**src/rtl/trace_capture_ctrl.sv**
```systemverilog
// Sequences one trace capture: arm, wait for sync, wait for trigger, then gate I_capture_len words into the FIFO.
// The FIFO write strobe is combinational from registered state; the write is held off while the FIFO is full.
module trace_capture_ctrl #(
    parameter int pMATCH_RULES   = 8,
    parameter int pCOUNT_WIDTH   = 16,
    parameter int pTIMEOUT_WIDTH = 24
) (
    input  logic                      usb_clk,
    input  logic                      reset_i,
    input  logic                      I_arm,
    input  logic                      I_abort,
    input  logic                      I_synchronized,
    input  logic                      I_match_valid,
    input  logic [pMATCH_RULES-1:0]   I_match_rules,
    input  logic [pMATCH_RULES-1:0]   I_pattern_trig_enable,
    input  logic                      I_soft_trig,
    input  logic                      I_soft_trig_enable,
    input  logic [pCOUNT_WIDTH-1:0]   I_capture_len,
    input  logic [pTIMEOUT_WIDTH-1:0] I_timeout_cycles,
    input  logic                      I_data_valid,
    input  logic                      I_fifo_full,
    output logic                      O_fifo_wr,
    output logic [2:0]                O_state,
    output logic                      O_busy,
    output logic                      O_done,
    output logic                      O_trig_out,
    output logic [pMATCH_RULES-1:0]   O_trig_rule,
    output logic [pCOUNT_WIDTH-1:0]   O_samples,
    output logic                      O_timeout,
    output logic                      O_overflow,
    output logic                      O_sync_lost
);

    localparam logic [2:0] IDLE      = 3'd0;
    localparam logic [2:0] WAIT_SYNC = 3'd1;
    localparam logic [2:0] ARMED     = 3'd2;
    localparam logic [2:0] CAPTURE   = 3'd3;
    localparam logic [2:0] DONE      = 3'd4;

    localparam logic [pTIMEOUT_WIDTH-1:0] TMO_ONE = {{(pTIMEOUT_WIDTH-1){1'b0}}, 1'b1};
    localparam logic [pCOUNT_WIDTH-1:0]   CNT_ONE = {{(pCOUNT_WIDTH-1){1'b0}}, 1'b1};

    logic [2:0]                state;
    logic [pTIMEOUT_WIDTH-1:0] tmo_cnt;
    logic [pMATCH_RULES-1:0]   masked_rules;
    logic                      trig;
    logic                      tmo_hit;
    logic                      last_word;

    // Soft-only triggers latch a zero rule vector because masking includes I_match_valid.
    assign masked_rules = I_match_rules & I_pattern_trig_enable & {pMATCH_RULES{I_match_valid}};
    assign trig         = (|masked_rules) | (I_soft_trig & I_soft_trig_enable);
    assign tmo_hit      = (I_timeout_cycles != '0) && (tmo_cnt == I_timeout_cycles - TMO_ONE);
    assign last_word    = (O_samples + CNT_ONE) == I_capture_len;

    assign O_fifo_wr = (state == CAPTURE) & I_data_valid & ~I_fifo_full & ~reset_i;
    assign O_state   = state;
    assign O_busy    = (state == WAIT_SYNC) | (state == ARMED) | (state == CAPTURE);
    assign O_done    = (state == DONE);

    always_ff @(posedge usb_clk) begin
        if (reset_i) begin
            state       <= IDLE;
            tmo_cnt     <= '0;
            O_trig_out  <= 1'b0;
            O_trig_rule <= '0;
            O_samples   <= '0;
            O_timeout   <= 1'b0;
            O_overflow  <= 1'b0;
            O_sync_lost <= 1'b0;
        end else begin
            O_trig_out <= 1'b0;
            if (I_abort) begin
                state <= IDLE;
            end else begin
                case (state)
                    IDLE, DONE: begin
                        if (I_arm) begin
                            state       <= WAIT_SYNC;
                            tmo_cnt     <= '0;
                            O_trig_rule <= '0;
                            O_samples   <= '0;
                            O_timeout   <= 1'b0;
                            O_overflow  <= 1'b0;
                            O_sync_lost <= 1'b0;
                        end
                    end
                    WAIT_SYNC: begin
                        tmo_cnt <= tmo_cnt + TMO_ONE;
                        if (tmo_hit) begin
                            state     <= DONE;
                            O_timeout <= 1'b1;
                        end else if (I_synchronized) begin
                            state <= ARMED;
                        end
                    end
                    ARMED: begin
                        tmo_cnt <= tmo_cnt + TMO_ONE;
                        if (trig) begin
                            O_trig_rule <= masked_rules;
                            O_trig_out  <= 1'b1;
                            state       <= (I_capture_len == '0) ? DONE : CAPTURE;
                        end else if (tmo_hit) begin
                            state     <= DONE;
                            O_timeout <= 1'b1;
                        end else if (!I_synchronized) begin
                            state <= WAIT_SYNC;
                        end
                    end
                    CAPTURE: begin
                        if (O_fifo_wr) begin
                            O_samples <= O_samples + CNT_ONE;
                            if (last_word) state <= DONE;
                        end
                        if (I_data_valid && I_fifo_full) O_overflow <= 1'b1;
                        // A write on the sync-loss cycle still lands and is counted above.
                        if (!I_synchronized) begin
                            O_sync_lost <= 1'b1;
                            state       <= DONE;
                        end
                    end
                    default: state <= IDLE;
                endcase
            end
        end
    end

endmodule

```
**config.mk**
```make
export PLATFORM = sky130hd
export DESIGN_NAME = trace_capture_ctrl
export DESIGN_NICKNAME = d
export VERILOG_FILES = /design/src/rtl/trace_capture_ctrl.sv
export SDC_FILE = /design/constraint.sdc
export NUM_CORES = 1
export LEC_CHECK = 0
export CAP_MARGIN = 0
export CORE_ASPECT_RATIO = 1.5
export CORE_UTILIZATION = 35
export CTS_CLUSTER_SIZE = 30
export DETAILED_ROUTE_END_ITERATION = 6
export GPL_ROUTABILITY_DRIVEN = 0
export HOLD_SLACK_MARGIN = 0.08
export PLACE_DENSITY = 0.67
export SYNTH_ARGS = -nofsm -noshare
export SYNTH_HDL_FRONTEND = slang
export SYNTH_SLANG_ARGS = --single-unit
```
**constraint.sdc**
```tcl
create_clock -name usb_clk -period 4.05 [get_ports usb_clk]
set_input_delay 0.6075 -clock usb_clk [delete_from_list [all_inputs] [get_ports usb_clk]]
set_output_delay 0.6075 -clock usb_clk [all_outputs]
set_load 0.005 [all_outputs]
```
==> results.yml <==
# synthesis and place-and-route metrics
logic_synthesis:
  ys_types: 53
  synthFlopType: "dfxtp_1"
  ys_area_um2: 3960
  synth_cells: 535
  ys_ff: 55
  ys_seq_share: 0.2780
  syn_area_per_cell_um2: 7.402
  yosys-stat-cells: 535
  synth-async-reset-ratio: 0
  edf_count: 0
  syn-cell-area_um2: 3960
  syn_nets: 605
  ys_warn_count: 0
worst_hold_path:
  hold_path.class: "flip-flop to flip-flop"
floorplan:
  die_y_um: 132.3
  ios: 100
  dieArea_um2: 11750
  die_w_um: 88.85
  core_area_um2: 11000
  initCoreUtil: 0.3601
  rows: 47
power:
  power.density_nw_per_um2: 238.9
  ir_drop_v: 0.0001925
  power.static_leakage_nw: 1.774
cts:
  cts_buffers: 5
  path_clk_slew_ps: 70
  cts_setup_buffers: 0
  clockBufferDepth: 2
  clkSinkCount: 55
  clkLatencyLatePin_ps: 300
  h-tree-depth: 2
  cts_tree: "built"
  post_cts_resized: 0
  clock-root-buffer: "clkbuf_16"
  cts_hold_buf: 0
finish:
  n_antenna_cell: 0
  final-comb-area_um2: 2683
  lay_top_count: "clkdlybuf4s50_1"
  regArea_um2: 1101
  lay_top_cells: "clkdlybuf4s50_1 (99), nor2_1 (64), dfxtp_1 (55)"
  drive_gt1_frac: 0.04769
  nFillCells: 1119
  syn_to_final_growth_pct: 33.78
  stdcell_count: 776
  nets: 698
final_timing:
  clock.fmax_ghz: 0.2665
  worstMarginPinSlew_ps: 821.1
  hold_violations: 0
  setup_viol: 0
  relSlewSlack: 0.4484
  post-route-period-util: 0.9265
  maxSlewViolCount: 0
  finClkSkew_ps: 7.176
  rsz0062_at_grt: "no"
  finalCriticalPeriod_ps: 3752
  setup-tns-final_ps: 0
setup_path:
  worstPathRequired_ps: 4220
  crit_path_end_kind: "flip-flop"
  critPathLaunchType: "input port"
  critical_path_arrival_ps: 3920
  critPathKind: "input port to flip-flop"
  worstPathMaxFanout: 7
route:
  drtIter0Drc: 183
  drc: 0
  via_per_inst: 5.562
  drtPass1Iterations: 4
  ant_nets: 0
flow_run:
  cap_violations: 0
  warnings: 27
placement:
  numPortBuffers: 99
  placed_cells: 768
  dp_hpwl_mm: 9.012
global_route:
  track_usage: 0.2061
  grt_pass1_vias: 4224
  antenna_found_initial: 0
  grt_overflow: 0
  grt_max_degree: 34
  grt_pass1_wl_mm: 19.33
run_status:
  status: "completed"
## Yosys cell counts (all sizes together), types with 5 or more instances
cell / number / area share
a21o: 7 / 0.013
a21oi: 43 / 0.055
a31oi: 6 / 0.0095
clkbuf: 24 / 0.023
dfxtp: 55 / 0.28
inv: 13 / 0.012
nand2: 41 / 0.039
nand2b: 10 / 0.016
nand3: 38 / 0.048
nand3b: 6 / 0.011
nand4: 11 / 0.017
nor2: 64 / 0.061
nor2b: 5 / 0.0079
nor3: 23 / 0.029
nor4: 15 / 0.024
o21ai: 21 / 0.027
or3: 13 / 0.021
or4: 10 / 0.021
xnor2: 36 / 0.080
xor2: 30 / 0.066
## per-stage QoR
| step | hold WS, ps | total power [mW] | setup slack, ps | cell area, um^2 | util |
|---|---|---|---|---|---|
| 6_report | 457.4 | 1.266 | 297.5 | 5298 | 0.4817 |
| 5_1_grt | 477.0 | 1.323 | 170.5 | 5298 | 0.4817 |
| 4_1_cts | 461.1 | 1.283 | 302.6 | 5298 | 0.4817 |
| 3_5_place_dp | 450.8 | 0.7606 | 2.294 | 5120 | 0.4656 |
| 3_3_place_gp | 442.8 | 0.7568 | 134.3 | 5120 | 0.4656 |
| 2_1_floorplan | 452.7 | 0.6483 | 430.6 | 3960 | - |
## critical path: stages
cell	delay [ps]
clkdlybuf4s50_1	430
inv_1	90
ha_1	170
or4b_1	500
or2_2	340
or4b_1	470
nand2_1	80
a31oi_1	90
or4_4	600
a21oi_2	270
o22a_1	200
mux2i_1	80
## routing by layer
metal	GRT usage	vias up	routed length [um]
met2	0.3662	147	5941
met5	0	-	0
met1	0.2272	2024	4488
li1	-	2117	-
met4	0.09319	0	405
met3	0.04446	28	696
## layout make-up
class | count | share of cell area
sequential | 55 | 0.2078
clock buffer | 6 | 0.02622
tap | 147 | 0.03472
multi-input combinational | 439 | 0.5064
inverter | 13 | 0.009211
timing repair buffer | 114 | 0.2083
clock inverter | 2 | 0.007322
## path summary, 6_finish.rpt
| check | start | to | slack [ps] | cells past startpoint |
|---|---|---|---|---|
| min | O_trig_rule[2] | O_trig_rule[2] | 460 | 2 |
| max reg2reg | O_samples[0] | O_state[1] | 1010 | 10 |
| max | I_timeout_cycles[0] | O_state[1] | 300 | 12 |
| min reg2reg | O_trig_rule[2] | O_trig_rule[2] | 460 | 2 |
## where the power goes
part / leakage (nW) / internal (mW) / switching (mW)
combinational: 1.24 / 0.108 / 0.0955
sequential: 0.443 / 0.542 / 0.00364
clock: 0.0875 / 0.311 / 0.206
total: 1.77 / 0.961 / 0.305
## logic make-up (layout without fill, tap and decap cells)
kind of cell             count (synthesis)  in the layout  share of synthesized area
AND-OR/OR-AND                          108            108                     0.1741
XOR/XNOR                                66             66                     0.1460
adder cells (fa/ha/maj)                  4              4                    0.01264
buffers and inverters                   41            135                    0.04455
flip-flops                              55             55                     0.2780
multiplexers                             3              3                   0.007583
AND/OR/NAND/NOR                        258            258                     0.3371
## flip-flops by register name, summed over array words and instances, names as in the netlist
| signal | count |
|---|---|
| tmo_cnt | 24 |
| O_trig_rule | 8 |
| O_trig_out | 1 |
| O_overflow | 1 |
| O_sync_lost | 1 |
| O_state | 3 |
| O_samples | 16 |
| O_timeout | 1 |
Met1 routing:
The bar under the picture is 20 um long.
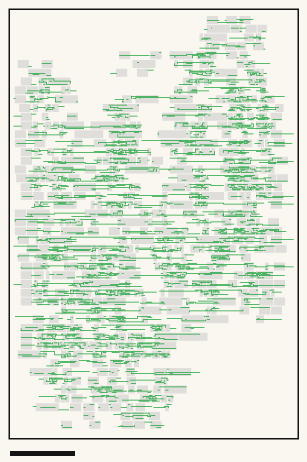
longest straight run: 21.4 um
share of all routed wire: 39%
wire length on this layer: 4,490 um
nets with wire on the layer: 614
main direction: horizontal
via count: 4,316
drt total wl: 11.53 mm
met1 Use GR: 0.2272

Signal wires on met2:
The bar under the picture is 20 um long.
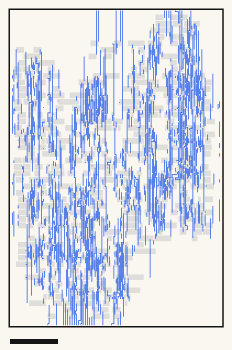
main direction: vertical
longest straight run: 48.6 um
wire length on this layer: 5,940 um
share of all routed wire: 52%
nets with wire on the layer: 607
grt met2 use: 0.3662

M3 wires:
The bar under the picture is 20 um long.
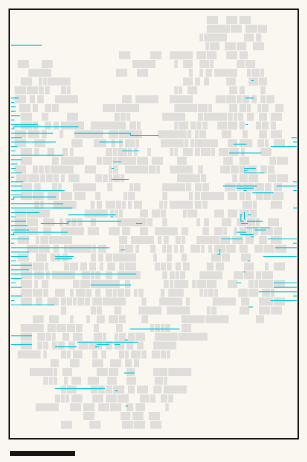
wire length on this layer: 696 um
share of all routed wire: 6.0%
GR Util met3: 0.04446

The metal 4 layer:
The bar under the picture is 20 um long.
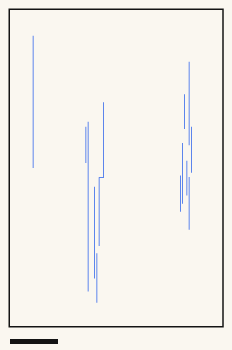
nets with wire on the layer: 13
main direction: vertical
share of all routed wire: 3.5%
wire length on this layer: 405 um
longest straight run: 70.7 um

Congestion heat map:
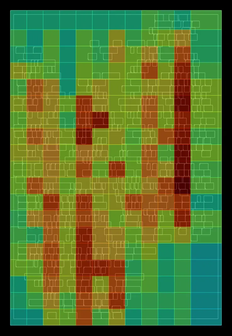
wire per inst: 14.86 um
busiest grt layer: met2

Power and IR drop assume default switching activity.
